--- config.mk ---
export PLATFORM = sky130hd
export DESIGN_NAME = hub75_panel_rx
export DESIGN_NICKNAME = d
export VERILOG_FILES = /design/src/rtl/hub75_pkg.sv /design/src/rtl/hub75_in_sync.sv /design/src/rtl/hub75_panel_rx.sv
export SDC_FILE = /design/constraint.sdc
export NUM_CORES = 1
export LEC_CHECK = 0
export ABC_AREA = 1
export ABC_CLOCK_PERIOD_IN_PS = 47800
export CAP_MARGIN = 5
export CORE_ASPECT_RATIO = 0.8
export CORE_MARGIN = 5
export CORE_UTILIZATION = 66
export DETAILED_ROUTE_END_ITERATION = 8
export HOLD_SLACK_MARGIN = 0.03
export PLACE_DENSITY = 0.84
export SKIP_CTS_REPAIR_TIMING = 1
export SLEW_MARGIN = 0
export SYNTH_ARGS = -nofsm -noshare
export SYNTH_HDL_FRONTEND = slang
export SYNTH_SLANG_ARGS = --single-unit
--- constraint.sdc ---
create_clock -name clk -period 47.8 [get_ports clk]
set_input_delay 11.95 -clock clk [delete_from_list [all_inputs] [get_ports clk]]
set_output_delay 11.95 -clock clk [all_outputs]
set_load 0.05 [all_outputs]
--- src/rtl/hub75_pkg.sv ---
// rtl/hub75_pkg.sv - shared types and geometry for the HUB75 panel receiver
package hub75_pkg;

    localparam int PANEL_COLS    = 32;
    localparam int DEF_ROW_BITS  = 3;

    typedef enum logic [1:0] {
        ST_IDLE = 2'd0,
        ST_DUMP = 2'd1,
        ST_DONE = 2'd2
    } state_e;

    // {rgb2, rgb1} as shifted in on one sclk edge
    typedef logic [5:0] pix_t;

    function automatic int cols_for(input int num_panels);
        return PANEL_COLS * num_panels;
    endfunction

endpackage

--- src/rtl/hub75_in_sync.sv ---
// rtl/hub75_in_sync.sv - two-flop input synchronizer with optional edge detect
module hub75_in_sync #(
    parameter int               WIDTH   = 1,
    parameter logic [WIDTH-1:0] RST_VAL = '0,
    parameter bit               EDGES   = 1'b1
) (
    input  logic             clk,
    input  logic             rst,
    input  logic [WIDTH-1:0] d_i,
    output logic [WIDTH-1:0] q_o,
    output logic             rise_o,
    output logic             fall_o
);

    logic [WIDTH-1:0] meta_q;
    logic [WIDTH-1:0] sync_q;

    // Two-stage capture; reset value matches the driver's idle level
    always_ff @(posedge clk or posedge rst) begin
        if (rst) begin
            meta_q <= RST_VAL;
            sync_q <= RST_VAL;
        end else begin
            meta_q <= d_i;
            sync_q <= meta_q;
        end
    end

    assign q_o = sync_q;

    generate
        if (EDGES) begin : g_edge
            logic prev_q;

            // Previous synced level of bit 0 for edge detection
            always_ff @(posedge clk or posedge rst) begin
                if (rst) begin
                    prev_q <= RST_VAL[0];
                end else begin
                    prev_q <= sync_q[0];
                end
            end

            assign rise_o = sync_q[0] & ~prev_q;
            assign fall_o = ~sync_q[0] & prev_q;
        end else begin : g_delay_only
            assign rise_o = 1'b0;
            assign fall_o = 1'b0;
        end
    endgenerate

endmodule

--- src/rtl/hub75_panel_rx.sv ---
// rtl/hub75_panel_rx.sv - HUB75 panel-side receiver with row capture dump
module hub75_panel_rx
    import hub75_pkg::*;
#(
    parameter int NUM_PANELS = 1,
    parameter int COLS       = cols_for(NUM_PANELS),
    parameter int ROW_BITS   = DEF_ROW_BITS
) (
    input  logic                    clk,
    input  logic                    rst,
    input  logic                    sclk_in,
    input  logic                    lat_in,
    input  logic                    blank_in,
    input  logic [ROW_BITS-1:0]     row_in,
    input  logic [2:0]              rgb1_in,
    input  logic [2:0]              rgb2_in,
    input  logic                    pix_ready,
    output logic                    pix_wr,
    output logic [ROW_BITS-1:0]     pix_row,
    output logic [$clog2(COLS)-1:0] pix_col,
    output logic [5:0]              pix_data,
    output logic                    row_done,
    output logic                    row_valid,
    output logic [ROW_BITS-1:0]     displayed_row,
    output logic                    err_short,
    output logic                    err_long,
    output logic                    err_overrun,
    input  logic                    err_clr
);

    localparam int COL_W = $clog2(COLS);
    localparam int CNT_W = $clog2(COLS + 2);
    localparam logic [CNT_W-1:0] CNT_MAX  = CNT_W'(COLS + 1);
    localparam logic [CNT_W-1:0] CNT_FULL = CNT_W'(COLS);
    localparam logic [COL_W-1:0] COL_LAST = COL_W'(COLS - 1);

    logic                   sclk_s, lat_s, blank_s;
    logic                   sclk_rise, sclk_fall, lat_rise, lat_fall;
    logic                   blank_rise, blank_fall;
    logic [ROW_BITS+5:0]    data_s;
    logic                   data_rise, data_fall;
    logic [ROW_BITS-1:0]    row_s;
    pix_t                   pix_s;
    logic                   unused_sync;

    hub75_in_sync #(.WIDTH(1), .RST_VAL(1'b0), .EDGES(1'b1)) u_sync_sclk (
        .clk(clk), .rst(rst), .d_i(sclk_in),
        .q_o(sclk_s), .rise_o(sclk_rise), .fall_o(sclk_fall)
    );

    hub75_in_sync #(.WIDTH(1), .RST_VAL(1'b0), .EDGES(1'b1)) u_sync_lat (
        .clk(clk), .rst(rst), .d_i(lat_in),
        .q_o(lat_s), .rise_o(lat_rise), .fall_o(lat_fall)
    );

    hub75_in_sync #(.WIDTH(1), .RST_VAL(1'b1), .EDGES(1'b1)) u_sync_blank (
        .clk(clk), .rst(rst), .d_i(blank_in),
        .q_o(blank_s), .rise_o(blank_rise), .fall_o(blank_fall)
    );

    // Data bus only needs the same two-cycle delay to stay aligned with the controls
    hub75_in_sync #(.WIDTH(ROW_BITS + 6), .RST_VAL('0), .EDGES(1'b0)) u_delay_data (
        .clk(clk), .rst(rst), .d_i({row_in, rgb2_in, rgb1_in}),
        .q_o(data_s), .rise_o(data_rise), .fall_o(data_fall)
    );

    assign row_s       = data_s[ROW_BITS+5:6];
    assign pix_s       = data_s[5:0];
    assign unused_sync = ^{sclk_s, lat_s, blank_s, sclk_fall, lat_fall, data_rise, data_fall};

    state_e                 state_q, state_d;
    logic [COL_W-1:0]       col_q, col_d;
    logic [COL_W-1:0]       col_rev;
    pix_t [COLS-1:0]        sr_q, sr_d;
    pix_t [COLS-1:0]        hold_q, hold_d;
    logic [ROW_BITS-1:0]    hold_row_q, hold_row_d;
    logic [CNT_W-1:0]       cnt_q, cnt_d;
    logic                   err_short_q, err_short_d;
    logic                   err_long_q, err_long_d;
    logic                   err_overrun_q, err_overrun_d;
    logic                   row_valid_q, row_valid_d;
    logic [ROW_BITS-1:0]    disp_row_q, disp_row_d;

    // State and datapath registers
    always_ff @(posedge clk or posedge rst) begin
        if (rst) begin
            state_q       <= ST_IDLE;
            col_q         <= '0;
            sr_q          <= '0;
            hold_q        <= '0;
            hold_row_q    <= '0;
            cnt_q         <= '0;
            err_short_q   <= 1'b0;
            err_long_q    <= 1'b0;
            err_overrun_q <= 1'b0;
            row_valid_q   <= 1'b0;
            disp_row_q    <= '0;
        end else begin
            state_q       <= state_d;
            col_q         <= col_d;
            sr_q          <= sr_d;
            hold_q        <= hold_d;
            hold_row_q    <= hold_row_d;
            cnt_q         <= cnt_d;
            err_short_q   <= err_short_d;
            err_long_q    <= err_long_d;
            err_overrun_q <= err_overrun_d;
            row_valid_q   <= row_valid_d;
            disp_row_q    <= disp_row_d;
        end
    end

    assign col_rev = COL_LAST - col_q;

    // Shift/latch datapath, dump FSM, display tracking and outputs
    always_comb begin
        state_d       = state_q;
        col_d         = col_q;
        sr_d          = sr_q;
        hold_d        = hold_q;
        hold_row_d    = hold_row_q;
        cnt_d         = cnt_q;
        err_short_d   = err_short_q & ~err_clr;
        err_long_d    = err_long_q & ~err_clr;
        err_overrun_d = err_overrun_q & ~err_clr;
        row_valid_d   = row_valid_q;
        disp_row_d    = disp_row_q;
        pix_wr        = 1'b0;
        pix_row       = '0;
        pix_col       = '0;
        pix_data      = '0;
        row_done      = 1'b0;

        if (sclk_rise) begin
            sr_d = {sr_q[COLS-2:0], pix_s};
            if (cnt_q != CNT_MAX) begin
                cnt_d = cnt_q + 1'b1;
            end
        end

        // A coincident shift is already folded into sr_d/cnt_d here
        if (lat_rise) begin
            if (cnt_d < CNT_FULL) begin
                err_short_d = 1'b1;
            end
            if (cnt_d > CNT_FULL) begin
                err_long_d = 1'b1;
            end
            cnt_d = '0;
            if (state_q == ST_DUMP) begin
                err_overrun_d = 1'b1;
            end else begin
                hold_d     = sr_d;
                hold_row_d = row_s;
            end
        end

        case (state_q)
            ST_IDLE: begin
                if (lat_rise) begin
                    state_d = ST_DUMP;
                    col_d   = '0;
                end
            end
            ST_DUMP: begin
                pix_wr   = 1'b1;
                pix_row  = hold_row_q;
                pix_col  = col_q;
                pix_data = hold_q[col_rev];
                if (pix_ready) begin
                    if (col_q == COL_LAST) begin
                        state_d = ST_DONE;
                    end else begin
                        col_d = col_q + 1'b1;
                    end
                end
            end
            ST_DONE: begin
                row_done = 1'b1;
                if (lat_rise) begin
                    state_d = ST_DUMP;
                    col_d   = '0;
                end else begin
                    state_d = ST_IDLE;
                end
            end
            default: begin
                state_d = ST_IDLE;
            end
        endcase

        if (blank_fall) begin
            row_valid_d = 1'b1;
            disp_row_d  = hold_row_q;
        end else if (blank_rise) begin
            row_valid_d = 1'b0;
        end
    end

    assign row_valid     = row_valid_q;
    assign displayed_row = disp_row_q;
    assign err_short     = err_short_q;
    assign err_long      = err_long_q;
    assign err_overrun   = err_overrun_q;

endmodule

**Ports around the boundary**

Drawn at 2 px/µm. Pins as bars across the die edge, other pins in grey.
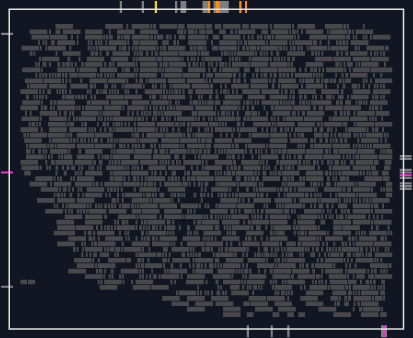
| colour | port | pins | direction | edge |
|---|---|---|---|---|
| yellow | blank_in | 1 | input | top |
| magenta | rgb2_in | 3 | input | 1 bottom, 1 right, 1 left |
| orange | pix_col | 5 | output | top |
all pins by edge: 21 top, 9 right, 6 bottom, 3 left

**Placement view**

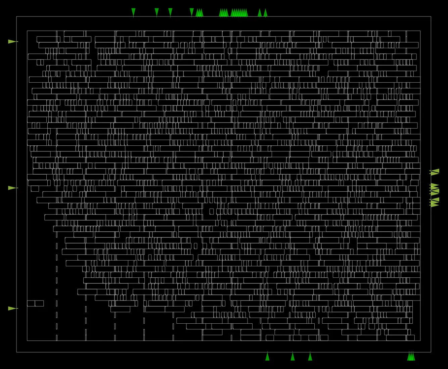
Rows: 54
flop share of the area: 54.7%
fill count: 1925

**Wiring by layer**

Drawn at 1.5 px/µm. Two of the layers only.
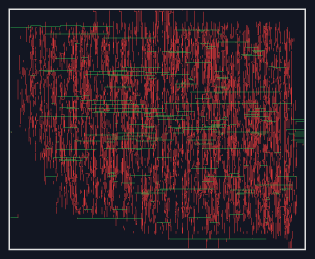
| colour | layer | wire length |
|---|---|---|
| red | met2 | 18800 µm |
| green | met3 | 2220 µm |

**Met2 routing**

Drawn at 2 px/µm.
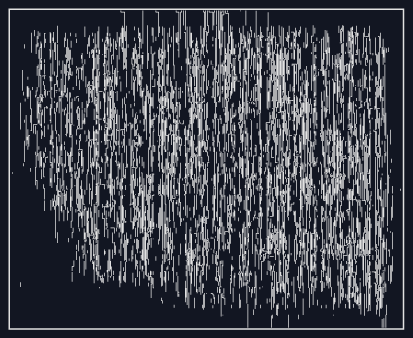
share of all routed wire: 48%
wire length on this layer: 18800 µm
main direction: vertical

**Nets reached from selected ports**

Drawn at 1.5 px/µm.
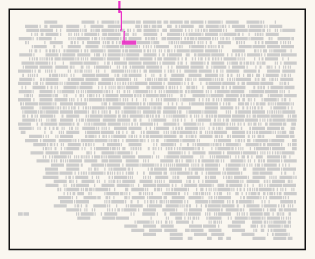
| colour | port | bits | direction | edge | end cells | buffers | wire |
|---|---|---|---|---|---|---|---|
| magenta | blank_in | 1 | input | top | 1 | 1 | 23.5 µm |

==> run_results.csv <==
group,metric,value,unit
critical_path,crit_buf_inv,3,
critical_path,cp_cell_sequence,"buf_4 -> o21ai_0 -> nand2_1 -> nand2_1 -> nand2_1 -> inv_1 -> nand2_1 -> nand2_1 -> nand2_1 -> clkdlybuf4s50_1",
routing,drtIter0Drc,1505,
cells_and_area,syn2layout_area_growth,8.24,%
power_and_ir_drop,cellPowerDensity,56.1,nW/µm²
placement,routabilityCongestion,0.784,
cells_and_area,antenna_cells,0,
placement,io_buffers,38,
cts,cts_tree,"done",
yosys,ys_cells,2074,
critical_path,worstSetupStartpoint,"col_q[0]$_DFFE_PP0P_",
cts,insertion_delay,0.53,ns
hold_path,holdPathStages,0,
sta,max_freq,0.0619,GHz
cells_and_area,largestRegisters,"hold_q (192), sr_q (192)",
yosys,yosys_warnings,0,
floorplan,ioPinCount,39,
floorplan,fp_util,67.0,%
cts,cts-buffers-inserted,40,
critical_path,worst-r2r-setup-slack,44.43,ns
yosys,synth_flop_count,434,
cts,cts_num_sinks,434,
routing,drtPass1Iterations,5,
critical_path,cp.arrival,4.20,ns
sta,slew_headroom,22.6,%
cts,clock_path_buffers,3,
critical_path,cp.required,35.85,ns
hold_path,hp-start,"u_delay_data.meta_q[6]$_DFF_PP0_",
yosys,ys_area,18300,µm²
cells_and_area,final_nets,2064,
sta,finalCriticalPeriod,16.15,ns
cells_and_area,final_util,72.6,%
critical_path,crit_family,"buffers and inverters",
routing,viasPerCell,5.70,
sta,fin_skew,0.0145,ns
floorplan,core,27400,µm²
critical_path,slowest_stage,"dfrtp_4",
yosys,postSynthSeqShare,59.2,%
critical_path,r2r_cells,8,
sta,setup_viol,0,
cells_and_area,lay_top_count,"nand2_1",
routing,vias,13900,
placement,dpl_cell_area,18500,µm²
critical_path,cp_max_fo,102,
floorplan,die_h,159,µm
cts,cts_root_buf,"clkbuf_16",
cells_and_area,design_area,19900,µm²
power_and_ir_drop,p_leak,10.0,nW
sta,post-route-period-util,33.8,%
global_route,antenna_found_initial,0,
yosys,synth_area_per_cell,8.84,µm²
run,maxCapViolCount,0,
critical_path,critical_path.most_common_cell,"nand2_1",
sta,worst_slew_pin_slew,1.16,ns
sta,tns,0,ns
yosys,ys_types,32,
routing,routedWlPerCell,16.1,µm
critical_path,path_depth,10,
global_route,track_usage,25.5,%
global_route,grt_pass1_vias,13500,
yosys,netlist_area,18300,µm²
yosys,synth_nets,2095,
cts,htreeDepth,2,
global_route,grt_max_degree,197,
placement,dp_hpwl,22300,µm
sta,hold_violations,0,
critical_path,r2r-start,"u_sync_lat.g_edge.prev_q$_DFF_PP0_",
critical_path,crit_path_end_kind,"output port",
floorplan,die_width,196,µm
floorplan,chip_area,31200,µm²
critical_path,path_class,"flop to output port",
critical_path,max_stage_delay,1.01,ns
cells_and_area,drive_gt1_share,6.07,%
yosys,synth-edff-count,0,
critical_path,rr_endpoint,"hold_q[54]$_DFFE_PP0P_",
routing,drc_errors,0,
run,warnings,39,
routing,finalWirelength,39300,µm
hold_path,min_to,"u_delay_data.q_o[6]$_DFF_PP0_",
sta,rsz0062_at_grt,"false",
status,status,"completed",
cells_and_area,mi_logic_area,6170,µm²
sta,drv_slew,0,
hold_path,min_path_type,"flop to flop",
yosys,synth_cells,2074,
critical_path,worstSetupStartpointType,"flop",
routing,ant_nets,0,
yosys,async_reset_ff_share,100,%
global_route,grt_pass1_wl,66900,µm
global_route,grt_overflow,0,
power_and_ir_drop,vdd_drop_max,0.0000424,V
cts,clk_pin_slew,0.06,ns
cells_and_area,lay_top_cells,"nand2_1, dfrtp_1, inv_1, o21ai_0, nor2_1",
yosys,ff_type,"dfrtp_1",
cells_and_area,area.sequential,10900,µm²
## worst max path at each step
stage / endpoint / slack (ns)
after global placement: hold_q[111]$_DFFE_PP0P_ / 31.98
after detailed placement: hold_q[111]$_DFFE_PP0P_ / 31.95
after global routing: pix_data[3] / 31.36
final: pix_data[0] / 31.65
after CTS: pix_data[0] / 31.67
after floorplan: cnt_q[0]$_DFF_PP0_ / 23.77
## synthesized netlist by cell type (22+ instances only)
master,instances,area (µm²)
nand2_1,839,3150
dfrtp_1,431,10800
inv_1,139,522
o21ai_0,113,566
nor2_1,112,420
a31oi_1,90,563
buf_2,75,375
nand3_1,47,235
o211ai_1,44,330
o21ai_1,41,205
a21oi_1,35,175
buf_6,22,248
## through the flow
step	instances	setup slack (ns)	power, mW	hold slack, ns
2_1_floorplan	2074	23.77	0.715	0.331
3_3_place_gp	2365	31.98	0.780	0.334
3_5_place_dp	2365	31.95	0.793	0.336
4_1_cts	2439	31.67	1.12	0.350
5_1_grt	2439	31.36	1.18	0.354
6_report	2439	31.65	1.11	0.347
## where the power goes
part,total (mW),switching [mW],internal [mW]
sequential,0.486,0.0532,0.433
combinational,0.306,0.204,0.102
clock,0.323,0.137,0.186
## kinds of logic after synthesis
kind of cell	share of synthesized area, %
simple gates	21.4
flops	59.2
compound gates	11.7
buf+inv	7.24
fa+ha+maj	0.341
xor+xnor	0.0955
## final cells by class
class,count,area share [%]
flip-flops and latches,434,54.7
multi-input cells,1372,31.1
clock buffers,58,5.84
inverters,145,2.78
repair buffers,50,2.43
well taps,364,2.29
clock inverters,16,0.851
## metal layers
layer / track usage (%) / part of all wire, %
met5: 0 / 0
met4: 6.54 / 2.2
met3: 4.15 / 5.6
met2: 40.2 / 48
met1: 37.6 / 44
No activity file was given, so power comes from the tool's default toggle rates.
